===== src/rtl/up_down_counter_mod.sv =====
// Parametrised up/down counter with wrap or saturate, parallel load and registered boundary flags.
// Latency: 1 clk from input sample to count/flag update; no backpressure (accepts an input every cycle).
// Backpressure: none, always ready. Optional UP_DOWN_COUNTER_STICKY_EN adds sticky over/underflow flags.
module up_down_counter_mod #(
    parameter int              WIDTH    = 8,
    parameter logic [WIDTH-1:0] MAX_VAL = {WIDTH{1'b1}},
    parameter bit              SATURATE = 1'b0
) (
    input  logic             clk,
    input  logic             rst_n,
    input  logic             en,
    input  logic             up_down,
    input  logic             load,
    input  logic [WIDTH-1:0] load_val,
    output logic [WIDTH-1:0] count,
    output logic             at_zero,
    output logic             at_max,
    output logic             wrap,
    output logic             blocked
`ifdef UP_DOWN_COUNTER_STICKY_EN
    ,
    input  logic             clr_sticky,
    output logic             ovf_sticky,
    output logic             unf_sticky
`endif
);

    localparam logic [WIDTH-1:0] ONE  = {{(WIDTH-1){1'b0}}, 1'b1};
    localparam logic [WIDTH-1:0] ZERO = '0;

    logic [WIDTH-1:0] count_q, count_d;
    logic             at_zero_q, at_zero_d;
    logic             at_max_q, at_max_d;
    logic             wrap_q, wrap_d;
    logic             blocked_q, blocked_d;
    logic             at_top, at_bot;
    logic             up_bound, dn_bound;

    assign at_top   = (count_q == MAX_VAL);
    assign at_bot   = (count_q == ZERO);
    assign up_bound = !load && en && up_down && at_top;
    assign dn_bound = !load && en && !up_down && at_bot;

    // Boundaries are handled explicitly so a modulus below 2**WIDTH still wraps correctly.
    always_comb begin
        count_d   = count_q;
        wrap_d    = 1'b0;
        blocked_d = 1'b0;
        if (load) begin
            count_d = (load_val > MAX_VAL) ? MAX_VAL : load_val;
        end else if (en) begin
            if (up_down) begin
                if (!at_top) begin
                    count_d = count_q + ONE;
                end else if (SATURATE) begin
                    blocked_d = 1'b1;
                end else begin
                    count_d = ZERO;
                    wrap_d  = 1'b1;
                end
            end else begin
                if (!at_bot) begin
                    count_d = count_q - ONE;
                end else if (SATURATE) begin
                    blocked_d = 1'b1;
                end else begin
                    count_d = MAX_VAL;
                    wrap_d  = 1'b1;
                end
            end
        end
        at_zero_d = (count_d == ZERO);
        at_max_d  = (count_d == MAX_VAL);
    end

    always_ff @(posedge clk or negedge rst_n) begin
        if (!rst_n) begin
            count_q   <= ZERO;
            at_zero_q <= 1'b1;
            at_max_q  <= (MAX_VAL == ZERO);
            wrap_q    <= 1'b0;
            blocked_q <= 1'b0;
        end else begin
            count_q   <= count_d;
            at_zero_q <= at_zero_d;
            at_max_q  <= at_max_d;
            wrap_q    <= wrap_d;
            blocked_q <= blocked_d;
        end
    end

    assign count   = count_q;
    assign at_zero = at_zero_q;
    assign at_max  = at_max_q;
    assign wrap    = wrap_q;
    assign blocked = blocked_q;

`ifdef UP_DOWN_COUNTER_STICKY_EN
    logic ovf_sticky_q, ovf_sticky_d;
    logic unf_sticky_q, unf_sticky_d;

    // A boundary event in the same cycle as a clear keeps the flag set.
    always_comb begin
        ovf_sticky_d = ovf_sticky_q;
        unf_sticky_d = unf_sticky_q;
        if (clr_sticky) begin
            ovf_sticky_d = 1'b0;
            unf_sticky_d = 1'b0;
        end
        if (up_bound) ovf_sticky_d = 1'b1;
        if (dn_bound) unf_sticky_d = 1'b1;
    end

    always_ff @(posedge clk or negedge rst_n) begin
        if (!rst_n) begin
            ovf_sticky_q <= 1'b0;
            unf_sticky_q <= 1'b0;
        end else begin
            ovf_sticky_q <= ovf_sticky_d;
            unf_sticky_q <= unf_sticky_d;
        end
    end

    assign ovf_sticky = ovf_sticky_q;
    assign unf_sticky = unf_sticky_q;
`else
    logic unused_bounds;
    assign unused_bounds = up_bound ^ dn_bound;
`endif

endmodule


===== config.mk =====
export PLATFORM = sky130hd
export DESIGN_NAME = up_down_counter_mod
export DESIGN_NICKNAME = d
export VERILOG_FILES = /design/src/rtl/up_down_counter_mod.sv
export SDC_FILE = /design/constraint.sdc
export NUM_CORES = 1
export LEC_CHECK = 0
export ABC_CLOCK_PERIOD_IN_PS = 2700
export CORE_MARGIN = 2
export CORE_UTILIZATION = 49
export DETAILED_ROUTE_END_ITERATION = 6
export GPL_TIMING_DRIVEN = 0
export PLACE_DENSITY = 0.76
export SETUP_SLACK_MARGIN = 0.2
export SLEW_MARGIN = 20
export SYNTH_ARGS = -nofsm -noshare
export SYNTH_HDL_FRONTEND = slang
export SYNTH_SLANG_ARGS = --single-unit

===== constraint.sdc =====
create_clock -name clk -period 2.7 [get_ports clk]
set_clock_uncertainty 0.1 [all_clocks]
set_input_delay 0.675 -clock clk [delete_from_list [all_inputs] [get_ports clk]]
set_output_delay 0.675 -clock clk [all_outputs]
set_load 0.02 [all_outputs]

Figure 1. Wiring by layer.
Two of the layers only.
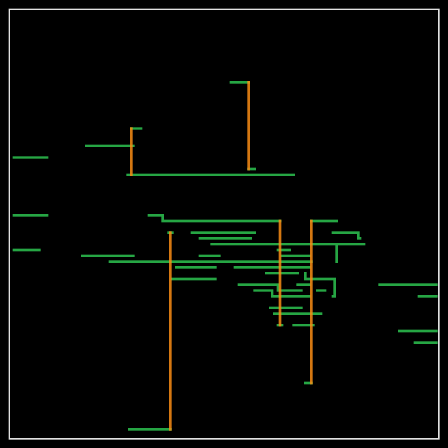
legend:
  orange:
    layer: M4
    wire_length: 70.0 um
  green:
    layer: M3
    wire_length: 211 um

Figure 2. Congestion heat map.
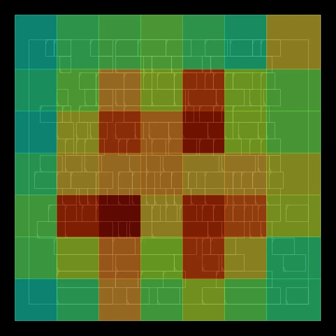
Final Util: 0.7175
M3 GR Usage: 0.04762
met1 Track Usage GR: 0.3104
wire per inst: 15.90 um

==> results.sh <==
# physical design summary
export IMPL_drv_slew=0
export IMPL_pre_cts_ws_ns=-0.4008
export IMPL_post_cts_resized=11
export IMPL_drv_cap=0
export IMPL_grt_max_degree=12
export IMPL_worst_ep_arrival_time_ns=2.53
export IMPL_final_area_um2=1436
export IMPL_setup_violations_final=0
export IMPL_drive_above_1_share=0.2037
export IMPL_warnings=30
export IMPL_drt_first_pass_iters=6
export IMPL_comb_share=0.5331
export IMPL_setup_ws_ns=0.2527
export IMPL_fa_ha_area_frac=0.03571
export IMPL_topRoutingLayerUsed="met4"
export IMPL_logic_area_um2=765.7
export IMPL_worstRegToRegCells=7
export IMPL_grt_pass1_vias=1117
export IMPL_gp_congestion=0.8738
export IMPL_r2r_start="count[4]$_DFF_PN0_"
export IMPL_ant_nets=0
export IMPL_hpwl_um=2183
export IMPL_synthTopCellsByCount="nand2_1, nor2_1, dfrtp_1"
export IMPL_leakage_nw=0.5769
export IMPL_async_flop_share=1.000
export IMPL_io_buffers=23
export IMPL_num_io_pins=25
export IMPL_top_area_cell="dfrtp_1"
export IMPL_rsz0062_at_grt="yes"
export IMPL_avgSynthCellArea_um2=7.843
export IMPL_mux_share=0.009524
export IMPL_numSynthFlops=11
export IMPL_grt_use_met2=0.4254
export IMPL_required_ns=2.79
export IMPL_met3_length_um=211
export IMPL_n_clock_buffer=4
export IMPL_fin_crit_ns=2.447
export IMPL_crit_start="load"
export IMPL_cts_root_buffer="clkbuf_4"
export IMPL_aoi_share=0.2690
export IMPL_initial_core_util=0.5250
export IMPL_hold_ws_ns=0.6291
export IMPL_ys_area_um2=1051
export IMPL_grt_overflow_total=0
export IMPL_ff_latch_area_um2=279.0
export IMPL_antenna_found_initial=0
export IMPL_largest_register_ffs=8
export IMPL_r2r_end="at_max$_DFF_PN0_"
export IMPL_setup_tns_ns=0
export IMPL_seq_cells=11
export IMPL_timing_slew_headroom=0.6565
export IMPL_signal_buffers=34
export IMPL_ys_warn_count=0
export IMPL_edf_count=0
export IMPL_status="complete, no violations"
export IMPL_cp_depth=7
export IMPL_finalHoldViolCount=0
export IMPL_met1_length_um=1227
export IMPL_core_um2=2002
export IMPL_top_area_frac=0.2381
export IMPL_inv_count=8
export IMPL_seq_share=0.1943
export IMPL_chipArea_um2=2532
export IMPL_final_nets=179
export IMPL_vias=1174
export IMPL_drc=0
export IMPL_wl_met2_um=1497
export IMPL_cts_hold_fix_buffers=0
export IMPL_regToRegSetupSlack_ns=0.30
export IMPL_simple_gate_share=0.3190
export IMPL_crit_slowest_cell="or4_4"
export IMPL_ff_type="dfrtp_1"
export IMPL_clock_sinks=11
export IMPL_clk_pin_slew_ns=0.07
export IMPL_antenna_cells=0
export IMPL_grt_usage=0.2547
export IMPL_clockNetworkAreaShare=0.01829
export IMPL_syn2layout_area_growth_pct=36.67
export IMPL_top_usage_layer="met2"
export IMPL_cts_buffers=3
export IMPL_drt_total_wl_um=3006
export IMPL_finalPower_w=0.0006072
export IMPL_synth_cells=134
export IMPL_dr_first_iter_drc_count=95
export IMPL_buf_share=0.2099
export IMPL_logic_family="simple AND/OR/NAND/NOR gates"
export IMPL_path_buffers=1
export IMPL_yosys_cells=134
export IMPL_cts_tree="yes"
export IMPL_taps=27
export IMPL_cp_top_family="simple AND/OR/NAND/NOR gates"
export IMPL_place_area_um2=1315
export IMPL_cp_cell_sequence="clkdlybuf4s50_1, and2b_2, nand2_1, nor4b_2, a211oi_2, or4_4, nor4_4"
export IMPL_crit_path_start_kind="primary input"
export IMPL_yosysSeqAreaShare=0.2631
export IMPL_worst_path_largest_cell_delay_ns=0.51
export IMPL_synth_cell_types=50
export IMPL_row_count=16
export IMPL_finalCritPeriodShare=0.9064
export IMPL_area_leaders="dfrtp_1, a21oi_1, nand2_1, nor2_1, ha_1"
export IMPL_grt_pass1_wl_um=4968
export IMPL_insertion_delay_ns=0.27
export IMPL_ys_sh_xor=0.02500
export IMPL_largestClassByArea="multi-input combinational cells"
export IMPL_logic_gate_count=105
Figure 3. Pin map.
Pins as bars across the die edge, other pins in grey.
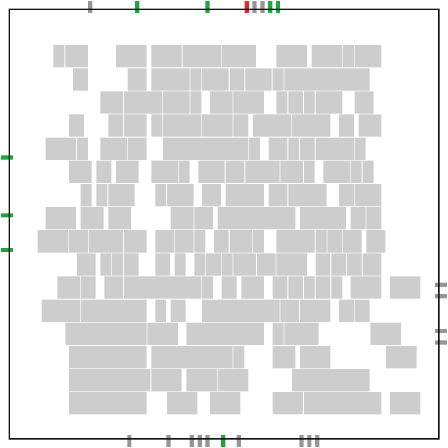
legend:
  green:
    port: load_val
    pins: 8
    direction: input
    edge: 4 top, 3 left, 1 bottom
  red:
    port: en
    pins: 1
    direction: input
    edge: top
all pins by edge: 10 bottom, 8 top, 4 right, 3 left

Figure 4. Clock wires, drivers and flops.
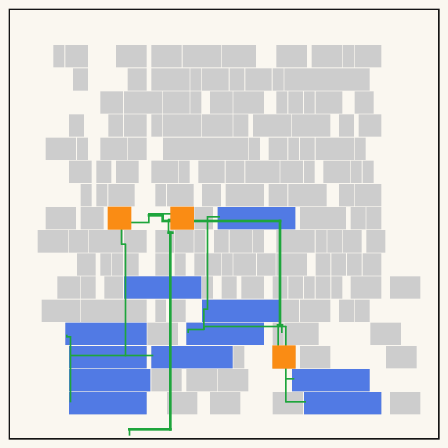
legend:
  blue:
    item: flip-flops
    count: 11
  orange:
    item: clock-net drivers
    count: 3
  green:
    item: clock wires
    length: 148 um
routed clock nets: 4

==> placed cells by master, fill, tap and decap left out, types with 2 or more instances in the layout <==
master	instances
nand4_1	2
o21bai_1	2
o31ai_2	2
dfrtp_2	2
buf_4	2
clkdlybuf4s50_1	21
nor2_1	11
clkbuf_1	2
nand2b_1	4
and2_1	2
a21oi_1	9
a31oi_1	3
inv_1	7
clkbuf_4	5
nor4_1	2
or4_4	3
o211ai_1	3
clkbuf_2	2
nor2b_1	3
nand2_1	11
nor3b_1	2
dfrtp_1	8
buf_2	3
xnor2_1	2
nand3_1	4
ha_1	3
o21ai_0	3
nor3_1	7
==> report_power, final <==
part	internal [W]	switching, W	leakage, nW
clock	0.0000573	0.0000540	0.0150
combinational	0.000125	0.000166	0.433
sequential	0.000181	0.0000239	0.129
No activity file was given, so power comes from the tool's default toggle rates.
